### src/rtl/watch_rtc_if.sv
// Bundled control, set, alarm and time-output signals for the watch RTC core.
// The slave side is the RTC; the master side is the set/alarm front end and display.
interface watch_rtc_if #(
    parameter int NUM_ALARMS = 2
);
    logic                  run;
    logic                  set_valid;
    logic [51:0]           set_data;
    logic [2:0]            set_week;
    logic                  set_err;
    logic                  alarm_wr;
    logic [2:0]            alarm_idx;
    logic                  alarm_en_in;
    logic [7:0]            alarm_hour_in;
    logic [7:0]            alarm_min_in;
    logic [11:0]           year;
    logic [7:0]            month;
    logic [7:0]            day;
    logic [7:0]            hour;
    logic [7:0]            minute;
    logic [7:0]            second;
    logic [2:0]            week;
    logic [4:0]            max_date;
    logic                  sec_pulse;
    logic [NUM_ALARMS-1:0] alarm_hit;

    modport slave (
        input  run, set_valid, set_data, set_week,
        input  alarm_wr, alarm_idx, alarm_en_in, alarm_hour_in, alarm_min_in,
        output set_err, year, month, day, hour, minute, second, week, max_date,
        output sec_pulse, alarm_hit
    );

    modport master (
        output run, set_valid, set_data, set_week,
        output alarm_wr, alarm_idx, alarm_en_in, alarm_hour_in, alarm_min_in,
        input  set_err, year, month, day, hour, minute, second, week, max_date,
        input  sec_pulse, alarm_hit
    );
endinterface

### src/rtl/watch_rtc.sv
// Calendar RTC with internal 1 s prescaler, validated atomic set and hour:minute alarms.
// Latency: set/tick land on the sampling edge, pulses follow one cycle later; no backpressure, requests always accepted.
module watch_rtc #(
    parameter int TICK_DIV   = 50_000_000,
    parameter int YEAR_MIN   = 1,
    parameter int YEAR_MAX   = 4095,
    parameter int NUM_ALARMS = 2
) (
    input logic         clk,
    input logic         rst,
    watch_rtc_if.slave  bus
);
    localparam int              PW       = (TICK_DIV > 1) ? $clog2(TICK_DIV) : 1;
    localparam logic [PW-1:0]   PRE_LAST = PW'(TICK_DIV - 1);
    localparam logic [11:0]     Y_MIN    = 12'(YEAR_MIN);
    localparam logic [11:0]     Y_MAX    = 12'(YEAR_MAX);

    function automatic logic [4:0] month_days(input logic [11:0] y, input logic [7:0] m);
        logic leap;
        leap = (((y % 12'd4) == 12'd0) && ((y % 12'd100) != 12'd0)) || ((y % 12'd400) == 12'd0);
        case (m)
            8'd2:                    month_days = leap ? 5'd29 : 5'd28;
            8'd4, 8'd6, 8'd9, 8'd11: month_days = 5'd30;
            default:                 month_days = 5'd31;
        endcase
    endfunction

    logic [PW-1:0] presc;
    logic [11:0]   yr_q;
    logic [7:0]    mon_q, day_q, hr_q, min_q, sec_q;
    logic [2:0]    wk_q;
    logic          err_q, pulse_q;
    logic [NUM_ALARMS-1:0] hit_q, hit_nxt;
    logic          al_en  [NUM_ALARMS];
    logic [7:0]    al_hr  [NUM_ALARMS];
    logic [7:0]    al_min [NUM_ALARMS];

    logic [11:0]   s_year;
    logic [7:0]    s_mon, s_day, s_hour, s_min, s_sec;
    logic          set_ok, load, tick;
    logic [4:0]    cur_max;
    logic [11:0]   n_yr;
    logic [7:0]    n_mon, n_day, n_hr, n_min, n_sec;
    logic [2:0]    n_wk;

    assign {s_year, s_mon, s_day, s_hour, s_min, s_sec} = bus.set_data;

    // Legality is judged against the requested date itself, not the current one.
    assign set_ok = (s_year >= Y_MIN) && (s_year <= Y_MAX)
                 && (s_mon >= 8'd1) && (s_mon <= 8'd12)
                 && (s_day >= 8'd1) && (s_day <= {3'b000, month_days(s_year, s_mon)})
                 && (s_hour < 8'd24) && (s_min < 8'd60) && (s_sec < 8'd60)
                 && (bus.set_week != 3'd7);
    assign load    = bus.set_valid && set_ok;
    assign tick    = bus.run && (presc == PRE_LAST);
    assign cur_max = month_days(yr_q, mon_q);

    always_comb begin
        n_yr  = yr_q;
        n_mon = mon_q;
        n_day = day_q;
        n_hr  = hr_q;
        n_min = min_q;
        n_sec = sec_q + 8'd1;
        n_wk  = wk_q;
        if (sec_q == 8'd59) begin
            n_sec = 8'd0;
            n_min = min_q + 8'd1;
            if (min_q == 8'd59) begin
                n_min = 8'd0;
                n_hr  = hr_q + 8'd1;
                if (hr_q == 8'd23) begin
                    n_hr  = 8'd0;
                    n_wk  = (wk_q == 3'd6) ? 3'd0 : wk_q + 3'd1;
                    n_day = day_q + 8'd1;
                    if (day_q == {3'b000, cur_max}) begin
                        n_day = 8'd1;
                        n_mon = mon_q + 8'd1;
                        if (mon_q == 8'd12) begin
                            n_mon = 8'd1;
                            n_yr  = (yr_q == Y_MAX) ? Y_MIN : yr_q + 12'd1;
                        end
                    end
                end
            end
        end
    end

    // Matches use the pre-write alarm registers, so a same-cycle rewrite cannot cancel a hit.
    always_comb begin
        hit_nxt = '0;
        for (int i = 0; i < NUM_ALARMS; i++) begin
            hit_nxt[i] = al_en[i] && (n_hr == al_hr[i]) && (n_min == al_min[i]) && (n_sec == 8'd0);
        end
    end

    always_ff @(posedge clk) begin
        if (rst) begin
            presc   <= '0;
            yr_q    <= 12'd2021;
            mon_q   <= 8'd5;
            day_q   <= 8'd30;
            hr_q    <= 8'd18;
            min_q   <= 8'd32;
            sec_q   <= 8'd0;
            wk_q    <= 3'd0;
            err_q   <= 1'b0;
            pulse_q <= 1'b0;
            hit_q   <= '0;
            for (int i = 0; i < NUM_ALARMS; i++) begin
                al_en[i]  <= 1'b0;
                al_hr[i]  <= 8'd0;
                al_min[i] <= 8'd0;
            end
        end else begin
            err_q   <= bus.set_valid && !set_ok;
            pulse_q <= 1'b0;
            hit_q   <= '0;
            if (load) begin
                presc <= '0;
                yr_q  <= s_year;
                mon_q <= s_mon;
                day_q <= s_day;
                hr_q  <= s_hour;
                min_q <= s_min;
                sec_q <= s_sec;
                wk_q  <= bus.set_week;
            end else if (bus.run) begin
                if (tick) begin
                    presc   <= '0;
                    yr_q    <= n_yr;
                    mon_q   <= n_mon;
                    day_q   <= n_day;
                    hr_q    <= n_hr;
                    min_q   <= n_min;
                    sec_q   <= n_sec;
                    wk_q    <= n_wk;
                    pulse_q <= 1'b1;
                    hit_q   <= hit_nxt;
                end else begin
                    presc <= presc + PW'(1);
                end
            end
            for (int i = 0; i < NUM_ALARMS; i++) begin
                if (bus.alarm_wr && (int'(bus.alarm_idx) == i)) begin
                    al_en[i]  <= bus.alarm_en_in;
                    al_hr[i]  <= bus.alarm_hour_in;
                    al_min[i] <= bus.alarm_min_in;
                end
            end
        end
    end

    assign bus.year      = yr_q;
    assign bus.month     = mon_q;
    assign bus.day       = day_q;
    assign bus.hour      = hr_q;
    assign bus.minute    = min_q;
    assign bus.second    = sec_q;
    assign bus.week      = wk_q;
    assign bus.max_date  = cur_max;
    assign bus.set_err   = err_q;
    assign bus.sec_pulse = pulse_q;
    assign bus.alarm_hit = hit_q;
endmodule

### src/flat_wrapper.sv
// flat-port wrapper written by rule: the top's interface ports become plain ports
module watch_rtc_flat 
#(
    parameter int TICK_DIV   = 50_000_000,
    parameter int YEAR_MIN   = 1,
    parameter int YEAR_MAX   = 4095,
    parameter int NUM_ALARMS = 2
)
  (clk, rst, bus_run, bus_set_valid, bus_set_data, bus_set_week, bus_alarm_wr, bus_alarm_idx, bus_alarm_en_in, bus_alarm_hour_in, bus_alarm_min_in, bus_set_err, bus_year, bus_month, bus_day, bus_hour, bus_minute, bus_second, bus_week, bus_max_date, bus_sec_pulse, bus_alarm_hit);
  watch_rtc_if #(.NUM_ALARMS(NUM_ALARMS)) bus_i ();
  input logic clk;
  input logic rst;
  input wire logic [$bits(bus_i.run)-1:0] bus_run;
  input wire logic [$bits(bus_i.set_valid)-1:0] bus_set_valid;
  input wire logic [$bits(bus_i.set_data)-1:0] bus_set_data;
  input wire logic [$bits(bus_i.set_week)-1:0] bus_set_week;
  input wire logic [$bits(bus_i.alarm_wr)-1:0] bus_alarm_wr;
  input wire logic [$bits(bus_i.alarm_idx)-1:0] bus_alarm_idx;
  input wire logic [$bits(bus_i.alarm_en_in)-1:0] bus_alarm_en_in;
  input wire logic [$bits(bus_i.alarm_hour_in)-1:0] bus_alarm_hour_in;
  input wire logic [$bits(bus_i.alarm_min_in)-1:0] bus_alarm_min_in;
  output wire logic [$bits(bus_i.set_err)-1:0] bus_set_err;
  output wire logic [$bits(bus_i.year)-1:0] bus_year;
  output wire logic [$bits(bus_i.month)-1:0] bus_month;
  output wire logic [$bits(bus_i.day)-1:0] bus_day;
  output wire logic [$bits(bus_i.hour)-1:0] bus_hour;
  output wire logic [$bits(bus_i.minute)-1:0] bus_minute;
  output wire logic [$bits(bus_i.second)-1:0] bus_second;
  output wire logic [$bits(bus_i.week)-1:0] bus_week;
  output wire logic [$bits(bus_i.max_date)-1:0] bus_max_date;
  output wire logic [$bits(bus_i.sec_pulse)-1:0] bus_sec_pulse;
  output wire logic [$bits(bus_i.alarm_hit)-1:0] bus_alarm_hit;
  assign bus_i.run = bus_run;
  assign bus_i.set_valid = bus_set_valid;
  assign bus_i.set_data = bus_set_data;
  assign bus_i.set_week = bus_set_week;
  assign bus_i.alarm_wr = bus_alarm_wr;
  assign bus_i.alarm_idx = bus_alarm_idx;
  assign bus_i.alarm_en_in = bus_alarm_en_in;
  assign bus_i.alarm_hour_in = bus_alarm_hour_in;
  assign bus_i.alarm_min_in = bus_alarm_min_in;
  assign bus_set_err = bus_i.set_err;
  assign bus_year = bus_i.year;
  assign bus_month = bus_i.month;
  assign bus_day = bus_i.day;
  assign bus_hour = bus_i.hour;
  assign bus_minute = bus_i.minute;
  assign bus_second = bus_i.second;
  assign bus_week = bus_i.week;
  assign bus_max_date = bus_i.max_date;
  assign bus_sec_pulse = bus_i.sec_pulse;
  assign bus_alarm_hit = bus_i.alarm_hit;
  watch_rtc #(.TICK_DIV(TICK_DIV), .YEAR_MIN(YEAR_MIN), .YEAR_MAX(YEAR_MAX), .NUM_ALARMS(NUM_ALARMS)) u_core (.clk(clk), .rst(rst), .bus(bus_i));
endmodule
### config.mk
export PLATFORM = sky130hd
export DESIGN_NAME = watch_rtc_flat
export DESIGN_NICKNAME = d
export VERILOG_FILES = /design/src/rtl/watch_rtc_if.sv /design/src/rtl/watch_rtc.sv /design/src/flat_wrapper.sv
export SDC_FILE = /design/constraint.sdc
export NUM_CORES = 1
export LEC_CHECK = 0
export CORE_ASPECT_RATIO = 0.8
export CORE_UTILIZATION = 42
export DETAILED_ROUTE_END_ITERATION = 8
export PLACE_DENSITY = 0.74
export SLEW_MARGIN = 10
export SYNTH_ARGS = -nofsm -noshare
export SYNTH_HDL_FRONTEND = slang
export SYNTH_SLANG_ARGS = --single-unit
### constraint.sdc
create_clock -name clk -period 8.5 [get_ports clk]
set_input_delay 1.7 -clock clk [delete_from_list [all_inputs] [get_ports clk]]
set_output_delay 1.7 -clock clk [all_outputs]
set_load 0.01 [all_outputs]
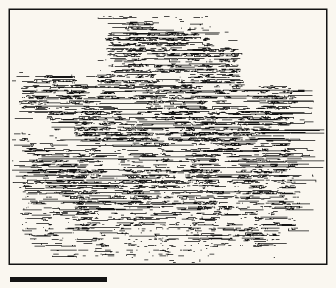
Figure 1: run 1, M1 wires.
Bar = 50 µm.
The wires run mostly horizontal. The layer carries 11700 µm of wire. The longest straight run is 52.0 µm. 1201 nets have wire on it.
Vias: 8761
GR Util met1: 0.336
Total Wirelength: 24.9 mm

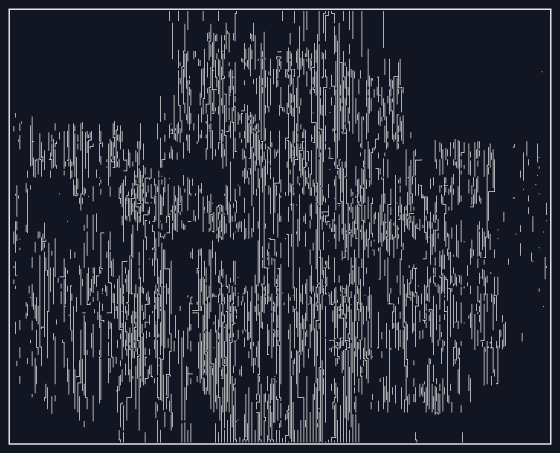
Figure 2: run 1, M2 wires.
The layer holds 43% of the routed length. The layer carries 10700 µm of wire. 1060 nets have wire on it. The longest straight run is 36.0 µm.
GR Util met2: 0.358

==> flow_summary_export.csv, run 1 <==
group,metric,value,unit
detailed_routing,drt_iter0_markers,737,
clocking,cts_hold_buf,0,
worst_setup_path,crit_family,"simple AND/OR/NAND/NOR gates",
logic_synthesis,seq_area_frac_synth,0.314,
job,drv_cap,0,
clocking,htreeDepth,4,
worst_setup_path,required,8810,ps
logic_synthesis,topCellsByArea,"dfxtp_1 (20%), edfxtp_1 (12%), nor2_1 (5.5%)",
detailed_routing,drc,0,
power_and_ir_drop,switching_share,0.305,
logic_synthesis,yosysWarningCount,0,
detailed_routing,viasPerCell,5.88,
timing,slew_violations,0,
final_layout,final_common_cell,"clkdlybuf4s50_1",
worst_setup_path,timing.rr.end,"u_core.bus.year[1]$_SDFFE_PP0P_",
timing,clock.fmax,127,MHz
clocking,worstSkewPairLatency,420,ps
worst_setup_path,path_class,"input pin to register",
floorplanning,die_area,21200,µm²
status,status,"complete, no violations",
detailed_routing,final_antenna_net_count,0,
logic_synthesis,ff_type,"dfxtp_1",
worst_hold_path,whs_endpoint,"u_core.bus.day[7]$_SDFFE_PP0P_",
logic_synthesis,yosys_cells,1099,
logic_synthesis,synth_cell_type_count,91,
placement,place_hpwl,18.5,mm
worst_hold_path,hp-start,"u_core.bus.day[7]$_SDFFE_PP0P_",
power_and_ir_drop,powerDensity,151,nW/µm²
global_route,grt_first_pass_wirelength,40.3,mm
worst_setup_path,cpMaxStageDelayCell,"clkdlybuf4s50_1",
logic_synthesis,synth.logic.top_family,"simple AND/OR/NAND/NOR gates",
worst_setup_path,rrSetupSlack,3040,ps
logic_synthesis,syn_inst,1099,
floorplanning,rows,46,
final_layout,final_layout_size_suffix_gt1_frac,0.0735,
logic_synthesis,fa_ha_area_frac,0.0222,
clocking,cts-root-buf,"clkbuf_16",
worst_setup_path,worst-path-stages,26,
floorplanning,dieHeight,131,µm
clocking,ctsLongestPathBuffers,2,
detailed_routing,wl_per_cell,16.7,µm
power_and_ir_drop,internal_power,1.13,mW
clocking,cts_made_buffers,17,
clocking,tritoncts,"built",
final_layout,nets,1305,
logic_synthesis,largest_area_cell,"dfxtp_1",
worst_setup_path,start_kind,"input pin",
clocking,clk_pin_slew,60,ps
power_and_ir_drop,switchingPower,0.497,mW
final_layout,antenna_cells,0,
power_and_ir_drop,power,1.63,mW
clocking,clock-sinks,119,
logic_synthesis,yosysChipArea,8680,µm²
worst_hold_path,min_path_cells,2,
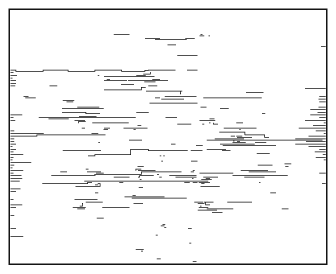
Figure 3: run 1, metal 3.
The layer carries 1810 µm of wire. 181 nets have wire on it.
GRT met3 Usage: 0.0432

[run 1: sequential cells by signal, summed over array words and instances (netlist names), 8 cells and up]
register	cells
u_core.al_hr	16
u_core.al_min	16
u_core.bus.day	8
u_core.bus.hour	8
u_core.bus.minute	8
u_core.bus.month	8
u_core.bus.second	8
u_core.bus.year	12
u_core.presc	26
[run 1: area by class of cell]
class	count	area (µm²)	area share
well taps	264	330	0.0307
clock inverters	15	118	0.0109
multi-input cells	887	5550	0.515
flip-flops and latches	119	2720	0.253
repair buffers	156	1520	0.141
inverters	31	116	0.0108
clock buffers	17	425	0.0395
[run 1: through the flow]
stage | instance area [µm²] | setup slack, ps | std cells | utilization | hold WS, ps
after global routing | 10800 | 13.2 | 1489 | 0.538 | 536
after CTS | 10800 | 650 | 1489 | 0.538 | 503
final | 10800 | 600 | 1489 | 0.538 | 503
after detailed placement | 10200 | 231 | 1457 | 0.511 | 493
after floorplan | 8680 | 1550 | 1101 | - | 472
after global placement | 10200 | 471 | 1457 | 0.511 | 488
[run 1: worst reg2reg max path: cells and delay by family (launching register included)]
kind             cells  cell delay [ps]
AND/OR/NAND/NOR      4             1230
multiplexers         3              960
AND-OR/OR-AND        8             2440
flip-flops           1              740
[run 1: metal layers]
layer / vias to the layer above / track usage
li1: 4274 / -
met1: 4058 / 0.336
met3: 45 / 0.0432
met4: 0 / 0.0852
met5: - / 0
met2: 384 / 0.358
[run 1: power by group through the flow]
stage | clock network [mW] | registers [mW] | logic (mW)
5_1_grt | 0.703 | 0.624 | 0.376
2_1_floorplan | 0 | 0.622 | 0.247
3_3_place_gp | 0 | 0.633 | 0.332
6_report | 0.668 | 0.622 | 0.342
3_5_place_dp | 0 | 0.634 | 0.336
4_1_cts | 0.676 | 0.622 | 0.338
Figure 4. Routing congestion (run 1).
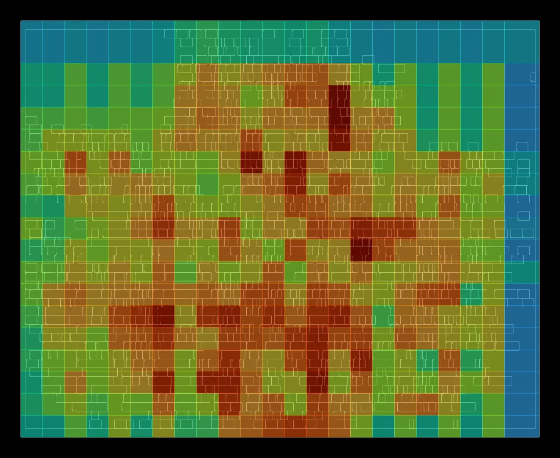

## Run 2: what changed since run 1
--- a/config.mk
+++ b/config.mk
@@ -6,9 +6,10 @@
 export NUM_CORES = 1
 export LEC_CHECK = 0
 export CORE_ASPECT_RATIO = 0.8
-export CORE_UTILIZATION = 42
+export CORE_UTILIZATION = 47
 export DETAILED_ROUTE_END_ITERATION = 8
-export PLACE_DENSITY = 0.74
+export GPL_TIMING_DRIVEN = 1
+export PLACE_DENSITY = 0.81
 export SLEW_MARGIN = 10
 export SYNTH_ARGS = -nofsm -noshare
 export SYNTH_HDL_FRONTEND = slang
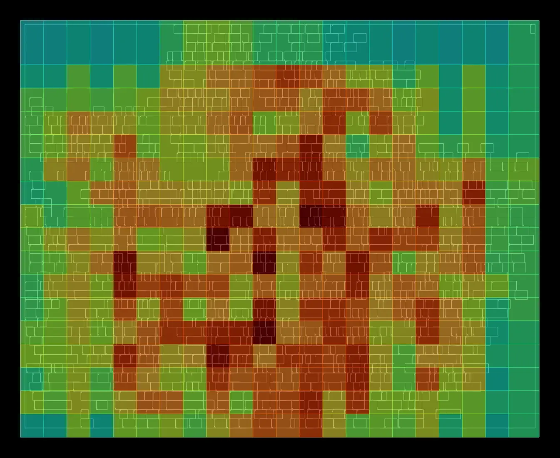
Figure 5: run 2, routing congestion.
GR Util met1: 0.366
Routed wire per std cell: 17.6 µm
Total GRT Usage: 0.267
GR Util met2: 0.411

==> run 2 against run 1 <==
  * Die size down 10%
  * Largest power group unchanged
  * Register-to-register slack worse by 150 ps
  * Critical endpoint unchanged
  * Power up 3.2%
==> flow_summary_export.csv, run 2 <==
group,metric,value,unit
status,status,"complete, no violations",
detailed_routing,vias,8970,
worst_setup_path,r2r_cells,15,
worst_setup_path,start_kind,"input pin",
logic_synthesis,ff_type,"dfxtp_1",
logic_synthesis,syn_inst,1099,
clocking,clk_pin_slew,60,ps
global_route,grt_pass1_vias,7973,
clocking,ctsLongestPathBuffers,2,
logic_synthesis,topCellsByArea,"dfxtp_1 (20%), edfxtp_1 (12%), nor2_1 (5.5%)",
power_and_ir_drop,p_comb,0.347,mW
clocking,worstSkewPairLatency,420,ps
worst_setup_path,rrSetupSlack,2890,ps
final_layout,reg_top3,"u_core.presc: 26 flops, u_core.al_hr: 16 flops, u_core.al_min: 16 flops",
power_and_ir_drop,clk-power,0.716,mW
power_and_ir_drop,powerDensity,156,nW/µm²
final_layout,final_layout_size_suffix_gt1_frac,0.0743,
placement,dp_slack,268,ps
worst_hold_path,min_path_cells,2,
detailed_routing,drt_iter0_markers,819,
timing,finalHoldViolCount,0,
clocking,cts_made_buffers,17,
worst_setup_path,path_class,"input pin to register",
detailed_routing,drc,0,
timing,clock.fmax,130,MHz
power_and_ir_drop,vdd_ir_drop_max,0.114,mV
timing,setup_viol,0,
placement,dp_cells,1423,
logic_synthesis,synth_cell_type_count,91,
final_layout,fin_cells,1455,
logic_synthesis,yosys_cells,1099,
worst_setup_path,crit_family,"AND-OR/OR-AND gates",
floorplanning,die_width,154,µm
detailed_routing,totalWireLength,25.6,mm
floorplanning,die_area,19000,µm²
final_layout,antenna_cells,0,
power_and_ir_drop,power_sequential,0.621,mW
placement,placed_cell_area,10200,µm²
timing,fin_crit_sh,0.906,
power_and_ir_drop,switching_share,0.304,
power_and_ir_drop,power,1.68,mW
clocking,clock-sinks,119,
logic_synthesis,largest_area_cell,"dfxtp_1",
global_route,grt_first_pass_wirelength,40.3,mm
timing,slew_violations,0,
logic_synthesis,yosysWarningCount,0,
final_layout,stdcell_area,10800,µm²
placement,place_hpwl,18.6,mm
floorplanning,rows,44,
clocking,cts-root-buf,"clkbuf_16",
detailed_routing,viasPerCell,6.16,
logic_synthesis,yosysChipArea,8680,µm²
worst_hold_path,whs_endpoint,"u_core.presc[23]$_SDFFE_PP0P_",
timing,setup_ws,800,ps
floorplanning,dieHeight,124,µm
power_and_ir_drop,switchingPower,0.512,mW
final_layout,most-common-layout-cells,"clkdlybuf4s50_1 (139), nor2_1 (125), nand2_1 (95), dfxtp_1 (85), a21oi_1 (63)",
worst_setup_path,timing.rr.end,"u_core.bus.year[1]$_SDFFE_PP0P_",
logic_synthesis,seq_area_frac_synth,0.314,
timing,hold_slack,509,ps
job,drv_cap,0,
power_and_ir_drop,power_leader,"the clock network",
worst_hold_path,hp-start,"u_core.presc[23]$_SDFFE_PP0P_",
final_layout,nets,1305,
worst_setup_path,cpMaxStageDelayCell,"clkdlybuf4s50_1",
final_layout,top_register,"u_core.presc",
worst_setup_path,worst-path-stages,27,
logic_synthesis,synth_flops,119,
final_layout,final_common_cell,"clkdlybuf4s50_1",
worst_setup_path,required,8820,ps
final_layout,post-route-util,0.595,
final_layout,largest_register_ffs,26,
timing,period_needed,7700,ps
detailed_routing,final_antenna_net_count,0,
clocking,cts_hold_buf,0,
clocking,htreeDepth,4,
clocking,tritoncts,"built",
power_and_ir_drop,internal_power,1.17,mW
-- run 2: cell count changes in the layout (fill, tap and decap cells not counted), sizes merged --
cell	before	now
clkinvlp	5	1
inv	37	41
bufinv	0	1
clkinv	4	3
-- run 2: logic make-up after synthesis --
kind of cell               Yosys count  synth area share
other                                1          0.000432
xor gates and xnor gates            87            0.0878
muxes                               15            0.0193
DFF                                119             0.314
and+or+nand+nor                    495             0.294
buffers and inverters               95            0.0490
AOI/OAI and AO/OA                  271             0.214
adders and majority gates           16            0.0222
-- run 2: worst max path at each step --
stage                                                    end
after floorplan           u_core.bus.alarm_hit[1]$_SDFF_PP0_
after global placement       u_core.bus.year[3]$_SDFFE_PP0P_
after detailed placement     u_core.bus.year[3]$_SDFFE_PP0P_
after CTS                    u_core.bus.year[3]$_SDFFE_PP0P_
after global routing         u_core.bus.week[1]$_SDFFE_PP0P_
final                     u_core.bus.alarm_hit[1]$_SDFF_PP0_
-- run 2: final cells by class --
| type | count | area [µm²] | share of cell area |
|---|---|---|---|
| multi-input combinational | 887 | 5550 | 0.515 |
| sequential | 119 | 2720 | 0.253 |
| timing repair buffer | 156 | 1520 | 0.141 |
| clock buffer | 17 | 425 | 0.0395 |
| tap | 230 | 288 | 0.0267 |
| clock inverter | 15 | 154 | 0.0143 |
| inverter | 31 | 116 | 0.0108 |
-- run 2: routing by layer --
layer  routed length, µm  part of all wire  global-route usage
met3                2400             0.094              0.0575
met5                   0                 0                   0
met1               11100              0.43               0.366
met4                 592             0.023               0.106
met2               11500              0.45               0.411
-- run 2: what timing repair did --
| action | in CTS | in global routing |
|---|---|---|
| hold endpoints to repair | 0 | 0 |
| setup buffers | 0 | 0 |
| setup endpoints to repair | 0 | 25 |
| gates resized | 0 | 2 |
## Run 3: what changed since run 2
--- a/config.mk
+++ b/config.mk
@@ -5,6 +5,7 @@
 export SDC_FILE = /design/constraint.sdc
 export NUM_CORES = 1
 export LEC_CHECK = 0
+export CAP_MARGIN = 10
 export CORE_ASPECT_RATIO = 0.8
 export CORE_UTILIZATION = 47
 export DETAILED_ROUTE_END_ITERATION = 8
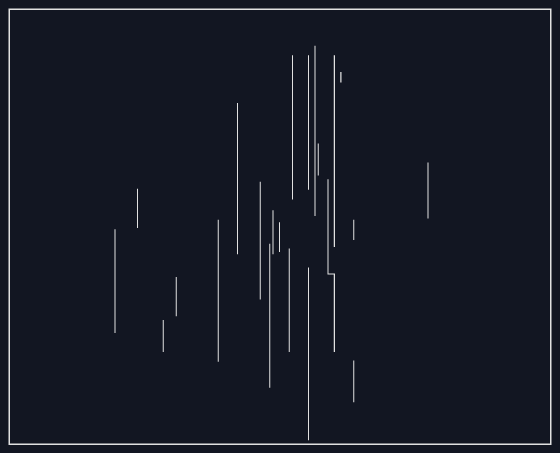
Figure 6: run 3, signal wires on met4.
The layer carries 592 µm of wire. The longest straight run is 54.4 µm.
Vias: 8970
Total Wirelength: 25.6 mm

==> run 3 against run 2 <==
  * Clock power about the same
  * Non-clock buffer count unchanged
  * Wire length unchanged
  * Critical path type unchanged
  * Utilization unchanged
  * Critical path depth unchanged
  * Power unchanged
==> flow_summary_export.csv, run 3 <==
group,metric,value,unit
status,status,"complete, no violations",
detailed_routing,drc,0,
worst_setup_path,crit_family,"AND-OR/OR-AND gates",
worst_setup_path,start_kind,"input pin",
detailed_routing,viasPerCell,6.16,
placement,placed_cell_area,10200,µm²
worst_setup_path,worst-path-stages,27,
logic_synthesis,synth_cell_type_count,91,
final_layout,final_common_cell,"clkdlybuf4s50_1",
logic_synthesis,ys_sh_mux,0.0193,
timing,setup_viol,0,
timing,setup_ws,800,ps
final_layout,nets,1305,
logic_synthesis,yosysWarningCount,0,
timing,slew_violations,0,
logic_synthesis,largest_area_cell,"dfxtp_1",
logic_synthesis,ys_sh_aoi,0.214,
worst_setup_path,rrSetupSlack,2890,ps
logic_synthesis,topCellsByArea,"dfxtp_1 (20%), edfxtp_1 (12%), nor2_1 (5.5%)",
worst_setup_path,cpMaxStageDelayCell,"clkdlybuf4s50_1",
placement,dp_slack,268,ps
power_and_ir_drop,powerDensity,156,nW/µm²
final_layout,stdcell_area,10800,µm²
power_and_ir_drop,power,1.68,mW
timing,fin_crit_sh,0.906,
logic_synthesis,yosysChipArea,8680,µm²
clocking,tritoncts,"built",
logic_synthesis,syn_inst,1099,
final_layout,fin_cells,1455,
timing,period_needed,7700,ps
worst_setup_path,path_class,"input pin to register",
worst_setup_path,r2r_cells,15,
clocking,cts-root-buf,"clkbuf_16",
detailed_routing,drt_iter0_markers,819,
power_and_ir_drop,vdd_ir_drop_max,0.114,mV
timing,finalHoldViolCount,0,
detailed_routing,final_antenna_net_count,0,
placement,place_hpwl,18.6,mm
global_route,grt_usage,0.267,
floorplanning,die_width,154,µm
job,drv_cap,0,
floorplanning,die_area,19000,µm²
clocking,htreeDepth,4,
logic_synthesis,ff_type,"dfxtp_1",
logic_synthesis,synth.logic.top_family,"simple AND/OR/NAND/NOR gates",
final_layout,largest_register_ffs,26,
final_layout,antenna_cells,0,
worst_hold_path,min_path_cells,2,
[run 3: metal layers]
layer,vias to the layer above,wire [µm],global-route usage
met3,52,2400,0.0575
met2,462,11500,0.411
met4,0,592,0.106
met1,4186,11100,0.366
met5,-,0,0
li1,4270,-,-
[run 3: what timing repair did]
item	CTS	global route
endpoints found under the hold margin	0	0
resized	0	2
hold buffers	0	0
endpoints found under the setup margin	0	25
[run 3: cell type report]
class | instances | area [µm²]
Inverter | 31 | 116
Multi-Input combinational cell | 887 | 5550
Sequential cell | 119 | 2720
Timing Repair Buffer | 156 | 1520
Clock inverter | 15 | 154
Clock buffer | 17 | 425
Tap cell | 230 | 288
Fill cell | 1568 | 7340
[run 3: worst reg2reg max path: stages, from the launching register on]
cell      delay (ps)
dfxtp_1          740
a21oi_1          220
or3_1            400
a21oi_2          380
a211oi_2          90
or2b_1           290
a21oi_2          230
mux2_2           390
and3_4           160
mux2i_4          180
or3b_1           390
a221oi_2         400
mux2_1           390
o211ai_1         790
o21ai_0          210
a311oi_1         270
[run 3: power by group]
group | internal, mW | leakage (nW) | total, mW | switching, mW
combinational | 0.159 | 2.47 | 0.347 | 0.188
clock | 0.413 | 0.283 | 0.716 | 0.302
sequential | 0.600 | 1.02 | 0.621 | 0.0212
total | 1.17 | 3.77 | 1.68 | 0.512
[run 3: worst paths after layout]
check	startpoint	endpoint
max	bus_set_data[48]	u_core.bus.alarm_hit[1]$_SDFF_PP0_
min	u_core.presc[23]$_SDFFE_PP0P_	u_core.presc[23]$_SDFFE_PP0P_
max reg2reg	u_core.bus.year[9]$_SDFFE_PP1P_	u_core.bus.year[1]$_SDFFE_PP0P_
min reg2reg	u_core.presc[23]$_SDFFE_PP0P_	u_core.presc[23]$_SDFFE_PP0P_
Power and IR drop assume default switching activity.
